Run 1, placed cells, one color a class:
Fill, decap, tap and diode cells in gray.
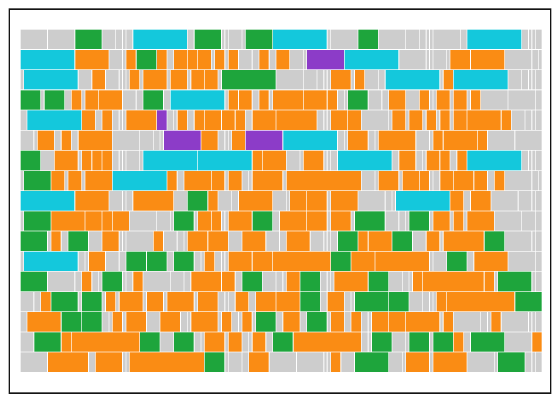
Run 1, routed clock nets over the placement:
Scale bar: 20 um.
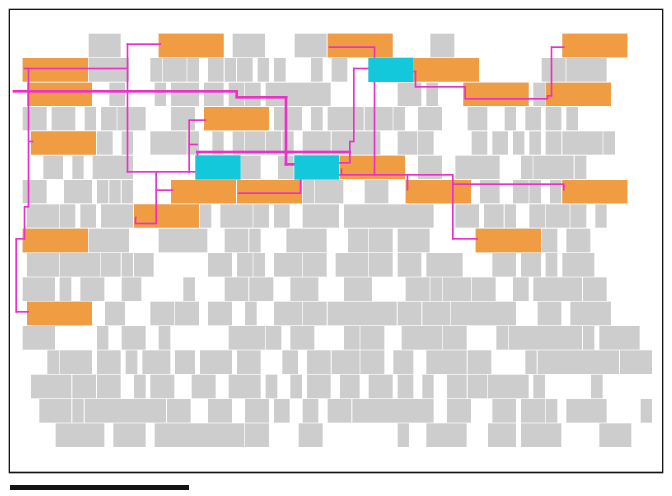
Run 1, routed metal, one color a layer:
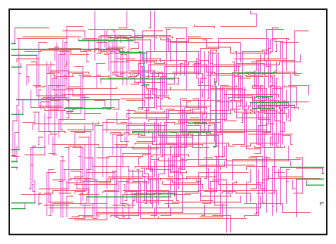
<file path="src/rtl/o_delay_tap_ctrl_pkg.sv">
// rtl/o_delay_tap_ctrl_pkg.sv - shared widths, limits and FSM state type for o_delay_tap_ctrl
package o_delay_tap_ctrl_pkg;

  localparam int TAP_W        = 6;
  localparam int TAP_MAX      = 63;
  localparam int STEP_GAP_MAX = 15;

  typedef enum logic [2:0] {
    ST_IDLE,
    ST_LOAD,
    ST_STEP,
    ST_GAP,
    ST_FINISH
  } state_t;

endpackage

</file>
<file path="src/rtl/o_delay_step_pulser.sv">
// rtl/o_delay_step_pulser.sv - times the idle gap that follows each load/adjust pulse
// start_i is high during the pulse cycle; gap_done_o flags the last of STEP_GAP gap cycles.
module o_delay_step_pulser
  import o_delay_tap_ctrl_pkg::*;
#(
  parameter int STEP_GAP = 3
) (
  input  logic clk_i,
  input  logic rst_i,
  input  logic start_i,
  output logic gap_done_o
);

  logic [3:0] gap_cnt_q;
  logic [3:0] gap_cnt_d;

  always_comb begin
    gap_cnt_d = gap_cnt_q;
    if (start_i) begin
      gap_cnt_d = 4'(STEP_GAP);
    end else if (gap_cnt_q != 4'd0) begin
      gap_cnt_d = gap_cnt_q - 4'd1;
    end
  end

  always_ff @(posedge clk_i) begin
    if (rst_i) begin
      gap_cnt_q <= 4'd0;
    end else begin
      gap_cnt_q <= gap_cnt_d;
    end
  end

  assign gap_done_o = (gap_cnt_q == 4'd1);

endmodule

</file>
<file path="src/rtl/o_delay_tap_ctrl.sv">
// rtl/o_delay_tap_ctrl.sv - sequences load/adjust pulses to an output delay to reach a target tap
// Optional stall detection: define O_DELAY_TAP_CTRL_STALL_DET_EN.
module o_delay_tap_ctrl
  import o_delay_tap_ctrl_pkg::*;
#(
  parameter int STEP_GAP = 3
) (
  input  logic             CLK_IN,
  input  logic             RST,
  input  logic [TAP_W-1:0] TARGET_TAP,
  input  logic             TARGET_VALID,
  output logic             TARGET_READY,
  input  logic             LOAD_REQ,
  input  logic [TAP_W-1:0] DLY_TAP_VALUE,
  output logic             DLY_LOAD,
  output logic             DLY_ADJ,
  output logic             DLY_INCDEC,
  output logic             BUSY,
  output logic             DONE,
  output logic             STALL
);

  if (STEP_GAP < 2 || STEP_GAP > STEP_GAP_MAX) begin : g_bad_step_gap
    $error("%m: STEP_GAP=%0d outside legal range 2..%0d", STEP_GAP, STEP_GAP_MAX);
  end

  state_t           state_q;
  logic             dly_load_q;
  logic             dly_adj_q;
  logic             dir_q;
  logic             busy_q;
  logic             done_q;
  logic             is_load_q;
  logic [TAP_W-1:0] remaining_q;
  logic [TAP_W-1:0] tap_diff;
  logic             tap_up;
  logic             gap_done;
  logic             step_abort;

  assign tap_up   = (TARGET_TAP > DLY_TAP_VALUE);
  assign tap_diff = tap_up ? (TARGET_TAP - DLY_TAP_VALUE) : (DLY_TAP_VALUE - TARGET_TAP);

  o_delay_step_pulser #(
    .STEP_GAP(STEP_GAP)
  ) u_pulser (
    .clk_i      (CLK_IN),
    .rst_i      (RST),
    .start_i    (dly_adj_q | dly_load_q),
    .gap_done_o (gap_done)
  );

`ifdef O_DELAY_TAP_CTRL_STALL_DET_EN
  // Shadow follows the expected tap; a feedback disagreement at step end means the delay stalled.
  logic             accept;
  logic             step_end;
  logic             mismatch;
  logic             stall_q;
  logic [TAP_W-1:0] shadow_q;
  logic [TAP_W-1:0] shadow_d;

  assign accept     = (state_q == ST_IDLE) && !LOAD_REQ && TARGET_VALID;
  assign step_end   = (state_q == ST_GAP) && gap_done && !is_load_q;
  assign shadow_d   = dir_q ? (shadow_q + 6'd1) : (shadow_q - 6'd1);
  assign mismatch   = (DLY_TAP_VALUE != shadow_d);
  assign step_abort = step_end && mismatch;

  always_ff @(posedge CLK_IN) begin
    if (RST) begin
      shadow_q <= '0;
      stall_q  <= 1'b0;
    end else if (accept) begin
      shadow_q <= DLY_TAP_VALUE;
      stall_q  <= 1'b0;
    end else if (step_end) begin
      shadow_q <= shadow_d;
      if (mismatch) begin
        stall_q <= 1'b1;
      end
    end
  end

  assign STALL = stall_q;
`else
  assign step_abort = 1'b0;
  assign STALL      = 1'b0;
`endif

  always_ff @(posedge CLK_IN) begin
    if (RST) begin
      state_q     <= ST_IDLE;
      dly_load_q  <= 1'b0;
      dly_adj_q   <= 1'b0;
      dir_q       <= 1'b0;
      busy_q      <= 1'b0;
      done_q      <= 1'b0;
      is_load_q   <= 1'b0;
      remaining_q <= '0;
    end else begin
      dly_load_q <= 1'b0;
      dly_adj_q  <= 1'b0;
      done_q     <= 1'b0;
      unique case (state_q)
        ST_IDLE: begin
          if (LOAD_REQ) begin
            state_q    <= ST_LOAD;
            dly_load_q <= 1'b1;
            busy_q     <= 1'b1;
            is_load_q  <= 1'b1;
          end else if (TARGET_VALID) begin
            dir_q       <= tap_up;
            remaining_q <= tap_diff;
            is_load_q   <= 1'b0;
            busy_q      <= 1'b1;
            if (tap_diff != '0) begin
              state_q   <= ST_STEP;
              dly_adj_q <= 1'b1;
            end else begin
              state_q <= ST_FINISH;
              done_q  <= 1'b1;
            end
          end
        end
        ST_LOAD, ST_STEP: state_q <= ST_GAP;
        ST_GAP: begin
          if (gap_done) begin
            if (!is_load_q) begin
              remaining_q <= remaining_q - 6'd1;
            end
            if (is_load_q || step_abort || remaining_q == 6'd1) begin
              state_q <= ST_FINISH;
              done_q  <= 1'b1;
            end else begin
              state_q   <= ST_STEP;
              dly_adj_q <= 1'b1;
            end
          end
        end
        ST_FINISH: begin
          state_q <= ST_IDLE;
          busy_q  <= 1'b0;
        end
        default: state_q <= ST_IDLE;
      endcase
    end
  end

  assign TARGET_READY = (state_q == ST_IDLE) && !LOAD_REQ && !RST;
  assign DLY_LOAD     = dly_load_q;
  assign DLY_ADJ      = dly_adj_q;
  assign DLY_INCDEC   = dir_q;
  assign BUSY         = busy_q;
  assign DONE         = done_q;

endmodule

</file>
<file path="config.mk">
export PLATFORM = sky130hd
export DESIGN_NAME = o_delay_tap_ctrl
export DESIGN_NICKNAME = d
export VERILOG_FILES = /design/src/rtl/o_delay_tap_ctrl_pkg.sv /design/src/rtl/o_delay_step_pulser.sv /design/src/rtl/o_delay_tap_ctrl.sv
export SDC_FILE = /design/constraint.sdc
export NUM_CORES = 1
export LEC_CHECK = 0
export CORE_ASPECT_RATIO = 0.7
export CORE_UTILIZATION = 48
export DETAILED_ROUTE_END_ITERATION = 6
export PLACE_DENSITY_LB_ADDON = 0.08
export SLEW_MARGIN = 30
export SYNTH_ARGS = -nofsm -noshare
export SYNTH_HDL_FRONTEND = slang
export SYNTH_SLANG_ARGS = --single-unit
</file>
<file path="constraint.sdc">
create_clock -name CLK_IN -period 2.6 [get_ports CLK_IN]
set_input_delay 0.39 -clock CLK_IN [delete_from_list [all_inputs] [get_ports CLK_IN]]
set_output_delay 0.39 -clock CLK_IN [all_outputs]
set_load 0.1 [all_outputs]
</file>
==> flow_results.org, run 1 <==
#+TITLE: Implementation results

** Status
- The flow ran to the end, and the final reports show no timing, DRC or antenna violations.

** Setup path
- Start point of the critical path :: TARGET_TAP[4]
- OpenSTA lists the critical path endpoint as state_q[1]$_SDFFE_PP0P_.
- Crit-path slowest cell :: sky130_fd_sc_hd__clkdlybuf4s50_1
- Across all register-to-register paths, the minimum setup slack is 580 ps.
- For reference, the critical path cell chain is clkdlybuf4s50_1 > inv_1 > ha_1 > nand2_1 > o32ai_4 > a21o_1 > buf_6 > o211ai_1 > a211oi_2 > o22ai_1.

** Finish
- Final non-filler cell total :: 308
- FFs & Latches :: 19
- Number of nets at the end of the flow :: 296
- Fraction of layout instances using a drive strength above 1 :: 24.9%
- Multi-input logic cell count :: 164

** Clock tree
- Post-cts resize count :: 2
- TritonCTS clock tree :: built
- At the later pin of the worst-skew pair, clock insertion delay measures 260 ps.
- Maximum number of buffers from clock root to sink :: 2
- The cell sitting at the root of the clock tree is a sky130_fd_sc_hd__clkbuf_8.
- Clock transition at the registers of the reported paths :: 70 ps

** Synthesis
- Per the Yosys statistics, synthesis produced 213 cells.
- The top cell type by area accounts for 22.6% of the synthesized area.
- Post-synthesis cell area :: 1690 sq um
- XOR Share, Synth :: 3.12%

** Die
- Floorplan die area :: 3760 sq um
- According to the I/O placement log, the pin count is 23.

** Worst hold path
- Worst Hold Depth :: 1

** Placement
- Global placement routability congestion :: 0.869

** Drt
- The final layout contains routed wiring with a total length of 4510 um.
- In the detailed route, the total length drawn on met2 is 2070 um.

** STA
- After layout, the minimum clock period comes to 2530 ps.

** Global routing
- Via count of the first global-routing pass :: 1626
- In the global route stage, met2 resource usage came out at 41.4%.

** Power and ir drop
- Clock network fraction of design power :: 16.2%
About 'placed cells, one color a class':
- cyan: flops (cells 19)
- orange: combinational and other logic (cells 183)
- green: other buffers and delay cells (cells 55)
- purple: clock drivers and dummy loads (cells 4)
cell row count: 17
sequential fraction of total cell area: 16.6%

About 'routed clock nets over the placement':
- cyan: clock drivers (count 3)
- magenta: clock wires (length 264 um)
- orange: flip-flops (count 19)
- routed clock nets: 4

About 'routed metal, one color a layer':
- cyan: metal 4 (wire length 22.4 um)
- red: metal 1 (wire length 2180 um)
- green: metal 3 (wire length 237 um)
- magenta: metal 2 (wire length 2070 um)

==> run 2, diff against run 1 <==
--- a/config.mk
+++ b/config.mk
@@ -8,6 +8,7 @@
 export CORE_ASPECT_RATIO = 0.7
 export CORE_UTILIZATION = 48
 export DETAILED_ROUTE_END_ITERATION = 6
+export GPL_TIMING_DRIVEN = 0
 export PLACE_DENSITY_LB_ADDON = 0.08
 export SLEW_MARGIN = 30
 export SYNTH_ARGS = -nofsm -noshare
Run 2, routed metal, one color a layer:
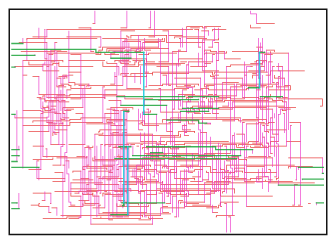
- magenta: metal 2 (wire length 1920 um)
- cyan: metal 4 (wire length 59.2 um)
- green: metal 3 (wire length 262 um)
- red: metal 1 (wire length 2100 um)

Run 2, routed clock nets over the placement:
Scale bar: 20 um.
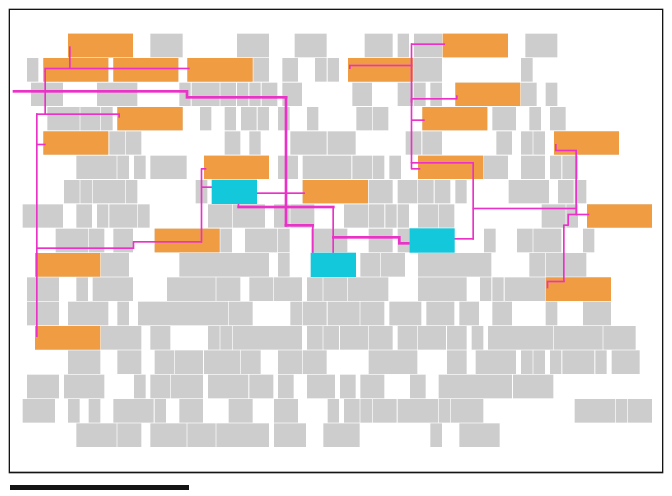
Worst Clk Skew: 2.54 ps
clock network power: 210 uW

==> run 2 against run 1 <==
  * Combinational power fell by 7.1%
  * Critical path depth unchanged
  * Clock power about the same
  * Global-route usage grew 0.22 points
  * Critical path type unchanged
  * Critical endpoint is now remaining_q[3]$_SDFFE_PP0P_
==> flow_results.org, run 2 <==
#+TITLE: Implementation results

** Status
- The run finished with clean final reports.

** Clock tree
- The maximum buffer depth of the clock tree came to 2 (unchanged).
- Clock transition at the registers of the reported paths :: 70 ps (about the same)
- TritonCTS built the clock tree.
- The root buffer cell chosen for the clock tree is sky130_fd_sc_hd__clkbuf_8.
- The number of gates given a new drive strength after cts came to 14 (+12).
- The clock network latency to the later pin of the worst-skew pair is 260 ps (about the same).

** Setup path
- The slack of the worst reg-to-reg path was 500 ps (-80 ps).
- Series of cell instances along the critical path :: clkdlybuf4s50_1 > ha_2 > fa_2 > and2b_4 > o211ai_4 > a21o_1 > buf_6 > a2111oi_2 > a211oi_1 > o31ai_1
- The timing report attributes the biggest portion of critical-path delay to AND-OR/OR-AND gates.
- Among all stages on the critical path, the largest delay is contributed by sky130_fd_sc_hd__clkdlybuf4s50_1.
- The longest incremental delay of any stage on the critical path is reported as 430 ps.
- Capturing element of the worst setup path :: remaining_q[3]$_SDFFE_PP0P_
- The critical path starts at DLY_TAP_VALUE[0].

** Power and ir drop
- Cell internal power was estimated by the tool at 720 uW.
- Power share of the combinational group :: 51.7%
- The proportion of power drawn by the clock network came to 16.9% (+0.7 points).
- Per report_power, the sequential group accounts for 31.4% of the total.

** Finish
- MI comb area :: 1260 sq um
- The share of cells above drive strength 1 was 16.0% (-8.9 points).
- Number of nets at the end of the flow :: 278 (-6.1%)
- The number of non-filler instances in the completed layout is 290 (-5.8%).
- Multi-input logic cell count :: 164 (unchanged)
- The register with the most flip-flops in the layout has 6 of them.
- FFs & Latches :: 19 (unchanged)
- The sequential fraction of total cell area was 17.9% (+1.3 points).
- Ant diodes :: 0

** Die
- The number of I/O pins came to 23 (unchanged).
- The core region is 3250 sq um.
- Floorplan die area :: 3760 sq um (unchanged)

** Drt
- In the final routing, the length of wire on met1 measures 2100 um.
- Sum of met2 wire segment lengths after detailed routing :: 1920 um (-7.2%)
- Sum of routed wire length over all layers :: 4340 um (-3.7%)
- Vias after detailed routing :: 1606

** STA
- The final timing summary puts the cycle share of the worst path at 97.5%.
- The clock period minus final worst setup slack came to 2530 ps (+8.10 ps).

** Worst hold path
- The count of cells along the worst hold path came to 1 (unchanged).
- Tightest Hold Check Type :: flip-flop to flip-flop
- Hold analysis lists the worst path endpoint as u_pulser.gap_cnt_q[3]$_SDFFE_PP0P_.

** Placement
- Global placement routability congestion :: 0.907 (+4.3%)

** Synthesis
- Counting flops with a built-in enable in the synthesized netlist gives 0.
- XOR Share, Synth :: 3.12% (unchanged)
- Post-synthesis cell area :: 1690 sq um (unchanged)
- The fraction of synthesized cell area taken by the top area cell type came to 22.6% (unchanged).
- The yosys cell count is 213 (unchanged).
- The net count after synthesis is 247.
- Async SR Flop Fraction :: 0%
- Most common cell in the netlist :: sky130_fd_sc_hd__nand2_1

** Global routing
- GR Layer Usage met2 :: 41.9% (+0.47 points)
==> run 3, diff against run 2 <==
--- a/config.mk
+++ b/config.mk
@@ -6,7 +6,7 @@
 export NUM_CORES = 1
 export LEC_CHECK = 0
 export CORE_ASPECT_RATIO = 0.7
-export CORE_UTILIZATION = 48
+export CORE_UTILIZATION = 55
 export DETAILED_ROUTE_END_ITERATION = 6
 export GPL_TIMING_DRIVEN = 0
 export PLACE_DENSITY_LB_ADDON = 0.08
@@ -14,3 +14,4 @@
 export SYNTH_ARGS = -nofsm -noshare
 export SYNTH_HDL_FRONTEND = slang
 export SYNTH_SLANG_ARGS = --single-unit
+export TNS_END_PERCENT = 100
Run 3, routed metal, one color a layer:
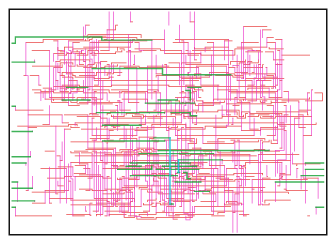
vias after detailed routing: 1643
sum of routed wire length over all layers: 4150 um
final routed wire length divided by cell count: 15.0 um
GRT Resource Usage Total: 26.1%

Run 3, placement view:
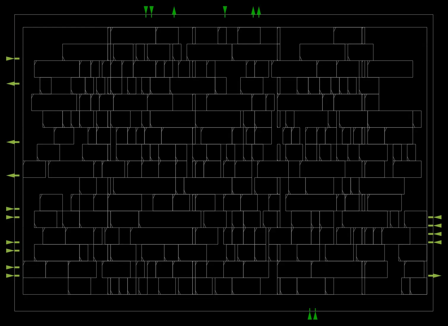
final non-filler cell total: 276
sequential fraction of total cell area: 18.2%
FFs & Latches: 19

==> run 3 against run 2 <==
  * The run now ends with negative setup slack left
  * Via count is 2.3% higher
  * Routed wire length is 4.4% lower
  * Final cell count is 4.8% lower
  * Die area is 12% lower
  * Final area is 1.6% lower
  * Clock power is 2% lower
  * Critical path depth is 1 higher
  * Hold slack worse by 7.1 ps
  * Critical path type unchanged
==> flow_results.org, run 3 <==
#+TITLE: Implementation results

** Power and ir drop
- The internal cell power is 713 uW (-0.96%).
- The proportion of power drawn by flip-flops and latches is 32.0% (+0.6 points).
- Clock network power :: 205 uW (-2%)
- Power share of the combinational group :: 51.3% (-0.4 points)
- Clock network fraction of design power :: 16.7% (-0.2 points)

** Global routing
- The met2 routing resource usage after global routing came to 38.1% (-3.8 points).

** STA
- After layout, the worst setup slack is -37.8 ps.
- From the final report, the count of setup violators was given as 4.
- Worst Clk Skew :: 5.38 ps (+2.84 ps)
- The clock period minus final worst setup slack was 2640 ps (+103 ps).

** Worst hold path
- According to the hold report, the worst path is of the flip-flop to flip-flop type.
- The endpoint of the worst hold path is reported as u_pulser.gap_cnt_q[3]$_SDFFE_PP0P_.

** Setup path
- The slack of the worst reg-to-reg path was 510 ps (about the same).
- The capture point of the critical path was reported as state_q[1]$_SDFFE_PP0P_.
- The largest individual stage delay along the critical path comes from the cell sky130_fd_sc_hd__clkdlybuf4s50_1.
- On the critical path the largest part of the delay comes from AND-OR/OR-AND gates.
- Start point of the critical path :: TARGET_TAP[4]

** Finish
- The final net count is 275 (-1.1%).
- Fraction of layout instances using a drive strength above 1 :: 14.2% (-1.9 points)
- MI comb area :: 1260 sq um (+0.20%)
- Ant diodes :: 0 (unchanged)
- Multi-input logic cell count :: 164 (unchanged)
- Number of flip-flops in the largest register :: 6 (unchanged)

** Clock tree
- The number of gates given a new drive strength after cts is 11 (-3).
- TritonCTS clock tree :: built
- Root buffer cell :: sky130_fd_sc_hd__clkbuf_8
- The maximum buffer depth of the clock tree came to 2 (unchanged).
- Clk Latency, worst-skew pair :: 250 ps (about the same)
- Clock transition at the registers of the reported paths :: 70 ps (about the same)

** Die
- Floorplan die area :: 3290 sq um (-12%)
- Core area :: 2860 sq um (-12%)

** Status
- The flow ran to the end, but the final reports show violations.
- The checks that failed: negative setup slack.

** Synthesis
- The post-synth tally of flip-flops with integrated enable was 0 (unchanged).
- The net count of the mapped netlist is 247 (unchanged).
- Top area contributor share :: 22.6% (unchanged)
- The yosys cell count is 213 (unchanged).
Power and IR drop assume default switching activity.
